$ cat src/rtl/win_banner_ctrl.sv
// WIN banner animation controller.
// Turns the scan position into a one-clk frame tick at the start of vertical
// blanking. Once the game is won, it drops the banner from the top of the
// screen to TARGET_Y, then bounces it horizontally between the screen edges
// while it blinks. Every position and enable update happens on a frame tick,
// or on clear/reset, so the renderer sees stable values for the whole of
// active video.
module win_banner_ctrl #(
  parameter int SCALE        = 1,
  parameter int H_ACTIVE     = 640,
  parameter int V_ACTIVE     = 480,
  parameter int STEP         = 2,
  parameter int TARGET_Y     = 236,
  parameter int BLINK_FRAMES = 30
) (
  input  logic       clk,
  input  logic       rst,
  input  logic [9:0] Q_X,
  input  logic [9:0] Q_Y,
  input  logic       win_i,
  input  logic       clear_i,
  output logic [9:0] pos_x,
  output logic [9:0] pos_y,
  output logic       banner_en,
  output logic       frame_tick
);

  // Horizontal travel limit and the centred start column.
  localparam int X_MAX_I = H_ACTIVE - 24 * SCALE;
  localparam int X_CTR_I = X_MAX_I / 2;

  localparam logic [9:0]  X_MAX10  = 10'(X_MAX_I);
  localparam logic [9:0]  X_CTR10  = 10'(X_CTR_I);
  localparam logic [10:0] X_MAX11  = 11'(X_MAX_I);
  localparam logic [9:0]  STEP10   = 10'(STEP);
  localparam logic [10:0] STEP11   = 11'(STEP);
  localparam logic [9:0]  TGT10    = 10'(TARGET_Y);
  localparam logic [10:0] TGT11    = 11'(TARGET_Y);

  // The blink counter must be able to hold BLINK_FRAMES-1.
  localparam int CNT_W = (BLINK_FRAMES > 1) ? $clog2(BLINK_FRAMES) : 1;
  localparam logic [CNT_W-1:0] BLINK_LAST = CNT_W'(BLINK_FRAMES - 1);

  typedef enum logic [1:0] {
    IDLE   = 2'd0,
    DROP   = 2'd1,
    BOUNCE = 2'd2
  } state_t;

  state_t           state;
  logic             dir_left;
  logic [CNT_W-1:0] blink_cnt;
  logic             vb_cond;
  logic             vb_prev;

  // Start of vertical blanking. This can stay true for several clks when the
  // pixel clock is slower than clk, so the tick is taken on its rising edge.
  assign vb_cond = (Q_Y == 10'(V_ACTIVE)) && (Q_X == 10'd0);

  // Next-step values are formed at 11 bits, so pos + STEP cannot wrap.
  logic [10:0] y_next;
  logic [10:0] x_up;
  logic [9:0]  x_dn;
  assign y_next = {1'b0, pos_y} + STEP11;
  assign x_up   = {1'b0, pos_x} + STEP11;
  assign x_dn   = pos_x - STEP10;

  // Registered frame tick: one clk per frame.
  always_ff @(posedge clk) begin
    if (rst) begin
      vb_prev    <= 1'b0;
      frame_tick <= 1'b0;
    end else begin
      vb_prev    <= vb_cond;
      frame_tick <= vb_cond && !vb_prev;
    end
  end

  // Animation FSM. Clear takes priority over a tick in the same cycle.
  always_ff @(posedge clk) begin
    if (rst || clear_i) begin
      state     <= IDLE;
      pos_x     <= X_CTR10;
      pos_y     <= 10'd0;
      banner_en <= 1'b0;
      dir_left  <= 1'b0;
      blink_cnt <= '0;
    end else if (frame_tick) begin
      case (state)
        IDLE: begin
          // win_i only counts on a tick.
          if (win_i) begin
            state     <= DROP;
            banner_en <= 1'b1;
          end
        end
        DROP: begin
          if (y_next >= TGT11) begin
            pos_y     <= TGT10;
            state     <= BOUNCE;
            banner_en <= 1'b1;
            blink_cnt <= '0;
          end else begin
            pos_y <= y_next[9:0];
          end
        end
        BOUNCE: begin
          pos_y <= TGT10;
          // When the banner reaches an edge it is clamped and turned around
          // in the same update.
          if (!dir_left) begin
            if (x_up >= X_MAX11) begin
              pos_x    <= X_MAX10;
              dir_left <= 1'b1;
            end else begin
              pos_x <= x_up[9:0];
            end
          end else begin
            if (pos_x <= STEP10) begin
              pos_x    <= 10'd0;
              dir_left <= 1'b0;
            end else begin
              pos_x <= x_dn;
            end
          end
          // Blink: toggle the enable every BLINK_FRAMES ticks.
          if (blink_cnt == BLINK_LAST) begin
            banner_en <= !banner_en;
            blink_cnt <= '0;
          end else begin
            blink_cnt <= blink_cnt + 1'b1;
          end
        end
        default: begin
          state     <= IDLE;
          pos_x     <= X_CTR10;
          pos_y     <= 10'd0;
          banner_en <= 1'b0;
          dir_left  <= 1'b0;
          blink_cnt <= '0;
        end
      endcase
    end
  end

endmodule

$ cat config.mk
export PLATFORM = sky130hd
export DESIGN_NAME = win_banner_ctrl
export DESIGN_NICKNAME = d
export VERILOG_FILES = /design/src/rtl/win_banner_ctrl.sv
export SDC_FILE = /design/constraint.sdc
export NUM_CORES = 1
export LEC_CHECK = 0
export CAP_MARGIN = 10
export CORE_ASPECT_RATIO = 0.9
export CORE_MARGIN = 2
export CORE_UTILIZATION = 30
export DETAILED_ROUTE_END_ITERATION = 8
export PLACE_DENSITY = 0.6
export SLEW_MARGIN = 30
export SYNTH_ARGS = -nofsm -noshare
export SYNTH_HDL_FRONTEND = slang
export SYNTH_SLANG_ARGS = --single-unit
$ cat constraint.sdc
create_clock -name clk -period 2.2 [get_ports clk]
set_input_delay 0.44 -clock clk [delete_from_list [all_inputs] [get_ports clk]]
set_output_delay 0.44 -clock clk [all_outputs]
set_load 0.02 [all_outputs]
Fig. 1: run 1, M3 wires
(4 px per um)
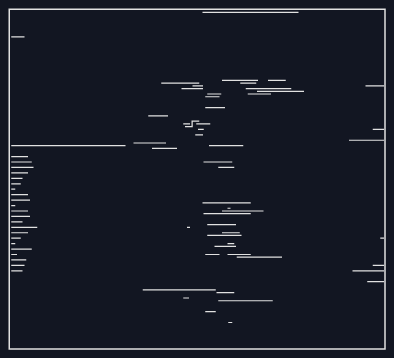
longest straight run = 28.3 um
share of all routed wire = 6.3%
wire length on this layer = 396 um

Fig. 2: run 1, clock wiring as the flow saved it
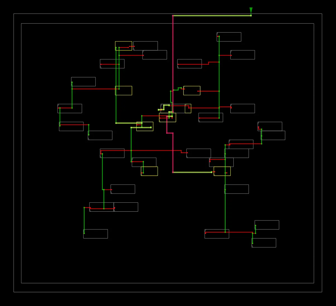
# clock sinks: 29
CTS Buf Count: 5
registers: 29

Fig. 3: run 1, routed clock nets over the placement
(4 px per um)
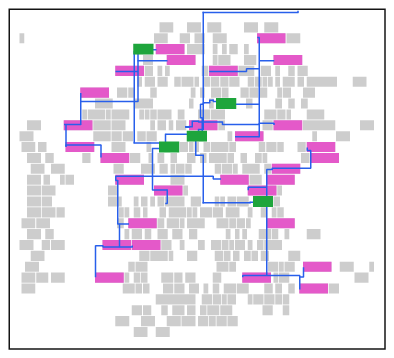
clock wires -> blue  # length 467 um
flip-flops -> magenta  # count 29
clock drivers -> green  # count 5
routed clock nets = 6
Power Clock: 0.496 mW
final clock skew: 0.00625 ns
Clock power frac: 45.6%
Late-Pin Clk Latency: 0.28 ns

[run 1: Yosys cell counts (4+ instances only)]
cell type / n
a31oi_1: 5
o31ai_1: 7
nand2_1: 29
and3_1: 6
clkbuf_1: 10
xnor2_1: 7
nor4_1: 8
o21ai_0: 11
inv_1: 12
dfxtp_1: 29
nor2b_1: 5
nand3_1: 18
nand4_1: 5
nor2_1: 23
buf_4: 4
nor3_1: 11
a21oi_1: 22
ha_1: 10
buf_2: 4
[run 1: worst paths after layout]
| check | to | depth (start not counted) |
|---|---|---|
| min reg2reg | frame_tick$_SDFF_PP0_ | 1 |
| min | frame_tick$_SDFF_PP0_ | 1 |
| max | pos_x[5]$_SDFFE_PP1P_ | 8 |
| max reg2reg | pos_x[5]$_SDFFE_PP1P_ | 8 |
==> deck_impl_summary.md, run 1 <==
Run Summary

Layout
  • Nets@finish: 375
  • Clock buf/inv share: 3.48%
  • Largest class: combinational gates
  • Flop area: between 500 and 600 um2
  • Most frequent cells in the layout: 43 x clkdlybuf4s50_1, 29 x nand2_1, 29 x dfxtp_1, 23 x nor2_1, 23 x buf_4
  • Area Overhead vs Synth: 34.6%
  • Share of cells above drive strength 1: 12.3%

Synth
  • Comb area leader: simple AND/OR/NAND/NOR gates
  • Chip Area, Yosys: 2160 um2
  • Post-synthesis mux area share: between 1 and 1.5%
  • Main area contributors: dfxtp_1 27%, ha_1 5.8%, a21oi_1 5.1%
  • Asr flop ratio synth: 0%
  • Number of synthesized flops with an enable pin: 0
  • Xor/xnor share: 3.64%
  • Mean post-synth cell area: 7.57 um2

STA
  • Setup ws final: 0.112 ns
  • Fin. max-slew vios: 0

Die
  • # IOs: 46
  • # Taps: 93
  • Die Height: 84.6 um
  • Row count: 29

Routing
  • DR top layer: met4
  • Vias: 2431

Global routing
  • M2 GR Usage: between 20% and 30%
  • GR Util met3: 2.51%
  • Largest net degree at the start of global routing: 14

Clocking
  • CTS Buffer Depth: 2
  • Postcts setup bufs: 0
  • H-tree depth: 2

Place
  • Placer congestion estimate: 0.871

Critical path
  • Crit. End Element: flip-flop
  • WP data arrival: about 2.3 ns

Power and ir drop
  • Main power group: registers

Status
  • Status: completed

Worst hold path
  • Hold_sp: vb_prev$_SDFF_PP0_
Fig. 4: run 1, routed metal, one color a layer
(3 px per um)
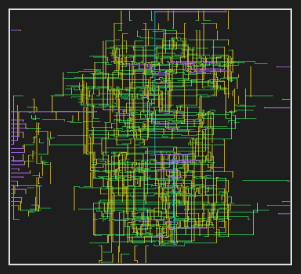

==> run 2, diff against run 1 <==
--- a/config.mk
+++ b/config.mk
@@ -7,7 +7,7 @@
 export LEC_CHECK = 0
 export CAP_MARGIN = 10
 export CORE_ASPECT_RATIO = 0.9
-export CORE_MARGIN = 2
+export CORE_MARGIN = 5
 export CORE_UTILIZATION = 30
 export DETAILED_ROUTE_END_ITERATION = 8
 export PLACE_DENSITY = 0.6
Fig. 5: run 2, routed metal, one color a layer
(3 px per um)
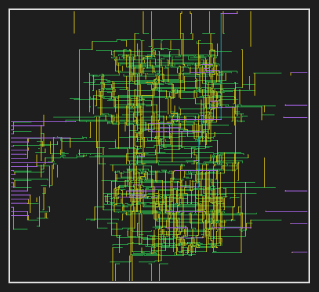
metal 4 -> cyan  # wire length 60.1 um
metal 3 -> purple  # wire length 373 um
metal 2 -> yellow  # wire length 2670 um
metal 1 -> green  # wire length 3170 um

Fig. 6: run 2, routed clock nets over the placement
(4 px per um)
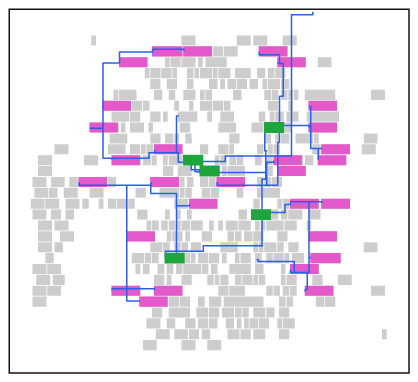
flip-flops -> magenta  # count 29
clock wires -> blue  # length 491 um
clock drivers -> green  # count 5
routed clock nets = 6
Power Clock: 0.504 mW
Clock power frac: 46.0%

==> run 2 against run 1 <==
Clock skew up 0.0017 ns. First-iteration DRC count up 11%. Cell count up 1.1%. Critical path depth down 1. Largest cell class unchanged.
==> deck_impl_summary.md, run 2 <==
Run Summary

Status
  • Status: completed

Die
  • # Taps: 93
  • # IOs: 46
  • Row count: 29
  • Die Height: just over 90 um

Layout
  • Most frequent cells in the layout: 43 x clkdlybuf4s50_1, 29 x nand2_1, 27 x dfxtp_1, 27 x buf_4, 23 x nor2_1
  • Share of cells above drive strength 1: 14.7%
  • ANT cells: 0
  • Flop area: 583 um2
  • Area Overhead vs Synth: 36.8%
  • Registers: 29
  • Fillers: around 740
  • Clock buf/inv share: 3.42%
  • Largest class: combinational gates
  • Nets@finish: around 380
  • Comb area share: between 40 and 50%

Synth
  • Ys cells: around 290
  • Ys flop type: dfxtp_1
  • Asr flop ratio synth: 0%
  • Synthesis Warnings: 0
  • AO/OA Area Share: 26.0%
  • Post-synth cell types: slightly below 60
  • Comb area leader: simple AND/OR/NAND/NOR gates
  • Number of synthesized flops with an enable pin: 0
  • Post-synthesis mux area share: 1.04%
  • Chip Area, Yosys: 2160 um2
  • Top post-synthesis cells by count: 29 x dfxtp_1, 29 x nand2_1, 23 x nor2_1
  • Xor/xnor share: under 10%
  • Main area contributors: dfxtp_1 27%, ha_1 5.8%, a21oi_1 5.1%
  • Mean post-synth cell area: 7.57 um2

STA
  • Final clock skew: 0.00791 ns
  • Maximum clock rate: approximately 490 MHz
  • Fin. max-slew vios: 0
  • Final min period: 2.06 ns
  • Setup ws final: 0.139 ns

Clocking
  • Postcts setup bufs: 0
  • CTS Buffer Depth: 2
  • Root buf cell: clkbuf_8
  • CTS Buf Count: 5
  • # clock sinks: 29
  • H-tree depth: 2
  • Late-Pin Clk Latency: 0.29 ns
  • CTS hold repair buffers: 0
  • TritonCTS clock tree: done

Global routing
  • First-pass GRT wire length: 10.7 mm
  • M2 GR Usage: 20.9%
  • GR Util met3: 3.09%
  • Largest net degree at the start of global routing: 14

Place
  • Placer congestion estimate: 0.856

Critical path
  • Crit. End Element: flip-flop
  • Crit path from: pos_x[3]$_SDFFE_PP0P_
  • Critical path class: reg2reg
  • WP data arrival: 2.23 ns
  • CP top delay family: AND-OR/OR-AND gates

Worst hold path
  • Hold_sp: vb_prev$_SDFF_PP0_

Power and ir drop
  • Leak: 1.12 nW

Routing
  • DR top layer: met4
  • Vias: 2365
  • Vias/cell: 5.38
[run 2: power by group through the flow]
stage | registers (mW) | clock network [mW] | logic, mW
floorplan | 0.537 | 0 | 0.0194
global placement | 0.537 | 0 | 0.0650
detailed placement | 0.537 | 0 | 0.0659
CTS | 0.525 | 0.509 | 0.0660
global route | 0.524 | 0.535 | 0.0700
finish | 0.525 | 0.504 | 0.0660
[run 2: final timing paths]
kind / endpoint / depth (start not counted)
max reg2reg: pos_x[6]$_SDFFE_PP0P_ / 7
min reg2reg: frame_tick$_SDFF_PP0_ / 1
max: pos_x[6]$_SDFFE_PP0P_ / 7
min: frame_tick$_SDFF_PP0_ / 1
Fig. 7: run 2, clock wiring as the flow saved it
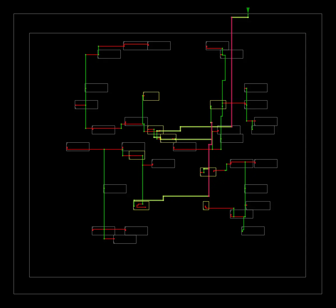

==> run 3, diff against run 2 <==
--- a/config.mk
+++ b/config.mk
@@ -8,9 +8,9 @@
 export CAP_MARGIN = 10
 export CORE_ASPECT_RATIO = 0.9
 export CORE_MARGIN = 5
-export CORE_UTILIZATION = 30
+export CORE_UTILIZATION = 46
 export DETAILED_ROUTE_END_ITERATION = 8
-export PLACE_DENSITY = 0.6
+export PLACE_DENSITY = 0.83
 export SLEW_MARGIN = 30
 export SYNTH_ARGS = -nofsm -noshare
 export SYNTH_HDL_FRONTEND = slang
Fig. 8: run 3, clock wiring as the flow saved it
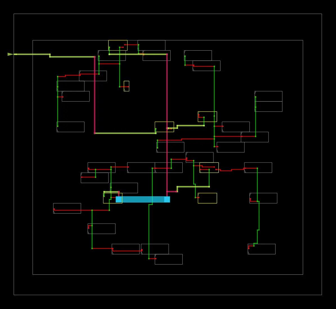
Power Clock: 0.453 mW
Late-Pin Clk Latency: 0.29 ns
final clock skew: 0.0102 ns
clock buffer count in the final layout: 7

==> run 3 against run 2 <==
Sequential power is essentially flat. Final area shrank 2.6%. Sequential share of layout area grew 0.43 points. Register-to-register slack lost 0.09 ns. Power shrank 4.7%. Global-route usage grew 7.3 points. Clock skew grew 0.0023 ns. Largest cell class unchanged. Highest routed layer is now met5.
==> deck_impl_summary.md, run 3 <==
Run Summary

Status
  • Status: completed

Clocking
  • CTS Buf Count: 5
  • H-tree depth: 2
  • Postcts setup bufs: 0
  • Root buf cell: clkbuf_8
  • TritonCTS clock tree: done
  • # clock sinks: 29
  • CTS hold repair buffers: 0
  • CTS Buffer Depth: 2

Synth
  • Asr flop ratio synth: 0%
  • Xor/xnor share: under 10%
  • Number of synthesized flops with an enable pin: 0
  • Ys flop type: dfxtp_1
  • Top post-synthesis cells by count: 29 x dfxtp_1, 29 x nand2_1, 23 x nor2_1
  • Synthesis Warnings: 0
  • Main area contributors: dfxtp_1 27%, ha_1 5.8%, a21oi_1 5.1%
  • Post-synth cell types: 58
  • Mean post-synth cell area: 7.57 um2
  • Register area share after synthesis: a little over a quarter
  • Yosys reg bits: 29
  • Chip Area, Yosys: 2160 um2
  • Comb area leader: simple AND/OR/NAND/NOR gates
  • Post-synthesis mux area share: 1.04%
  • AO/OA Area Share: between 20% and 30%
  • Ys cells: 286

Power and ir drop
  • Power Internal: 0.816 mW
  • Clock power frac: a little over two fifths
  • PD cells: 362 nW/um2
  • Leak: between 1 and 1.5 nW

Die
  • # IOs: 46
  • Row count: 23
  • Die Height: 75.1 um

STA
  • Fin. max-slew vios: 0
  • Final min period: 2.15 ns
  • Maximum clock rate: 466 MHz
  • Setup ws final: between 0.05 and 0.06 ns

Worst hold path
  • Hold_sp: vb_prev$_SDFF_PP0_
  • Worst Hold Class: reg2reg
  • Hold-critical path depth: 1
  • Hold Path Sink: frame_tick$_SDFF_PP0_

Critical path
  • R2R depth: 8
  • Crit. End Element: flip-flop
  • Critical path class: reg2reg
  • Reg2reg setup slack: 0.05 ns
  • Crit path to: pos_x[5]$_SDFFE_PP1P_
  • Crit path from: pos_x[1]$_SDFFE_PP0P_
  • CP top delay family: AND-OR/OR-AND gates
  • FF-to-FF End: pos_x[5]$_SDFFE_PP1P_
  • WP data arrival: 2.32 ns
  • Critical Path Stages: 8

Layout
  • Nets@finish: approximately 380
  • Area Overhead vs Synth: 33.3%
  • ANT cells: 0
  • Share of cells above drive strength 1: 12.6%
  • Most frequent cells in the layout: 43 x clkdlybuf4s50_1, 29 x nand2_1, 29 x dfxtp_1
  • Fillers: between 300 and 400

Routing
  • Vias/cell: roughly 6
  • ANT nets after route: 0
  • Vias: between 2000 and 2500
  • DR top layer: met5

Place
  • Placer congestion estimate: 1.00
  • Post-DP Area: between 2000 and 3000 um2

Global routing
  • M2 GR Usage: 31.8%
  • Antenna violations before repair: 0
  • Largest net degree at the start of global routing: 14
  • First-pass GRT wire length: 10.3 mm
  • GR Util met3: 6.46%

Run
  • Max-Cap Viols: 0
Fig. 9: run 3, routed metal, one color a layer
(3 px per um)
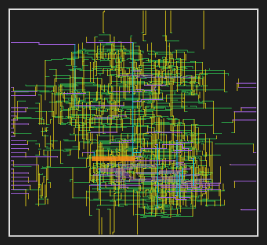
metal 5 -> orange  # wire length 12.9 um
metal 1 -> green  # wire length 2820 um
metal 2 -> yellow  # wire length 2670 um
metal 4 -> cyan  # wire length 128 um
metal 3 -> purple  # wire length 685 um

run 3: cell types whose count changed in the layout (fill, tap and decap cells not counted), sizes merged:
cell    change
buf         -4
clkinv      -1
run 3: final cells by class:
cell class              count  area (um2)  share of cell area, %
repair buffers             67         612                   21.2
flip-flops and latches     29         581                   20.1
multi-input cells         227        1480                   51.4
well taps                  62        77.6                   2.69
clock buffers               7        86.3                   2.99
inverters                  12        45.0                   1.56
run 3: power groups by stage:
stage          Combinational (mW)  Clock (mW)  Sequential [mW]
2_1_floorplan              0.0194           0            0.537
3_3_place_gp               0.0644           0            0.537
3_5_place_dp               0.0650           0            0.537
4_1_cts                    0.0651       0.458            0.525
5_1_grt                    0.0690       0.485            0.525
6_report                   0.0653       0.453            0.525

==> gallery <==
Gate families picked out.
(3 px per um)
panel A
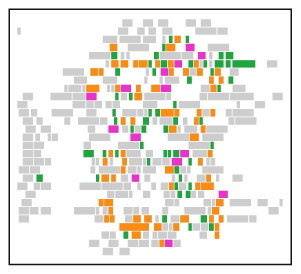
panel B
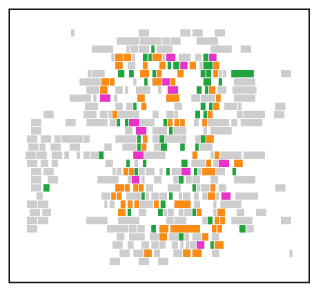
panel C
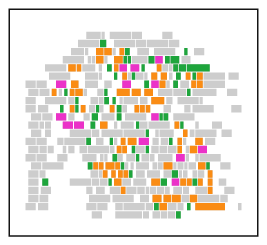
Of these, smallest die: panel C
For run 2, see panel B.
For run 1, see panel A.
For run 3, see panel C.

Key to panel A:
inverting AOI/OAI gates -> orange  # cells 67, most used a21oi_1
AND-OR and OR-AND gates -> magenta  # cells 14, most used a21o_1
NAND gates -> green  # cells 56, most used nand2_1

No activity file was given, so power comes from the tool's default toggle rates.
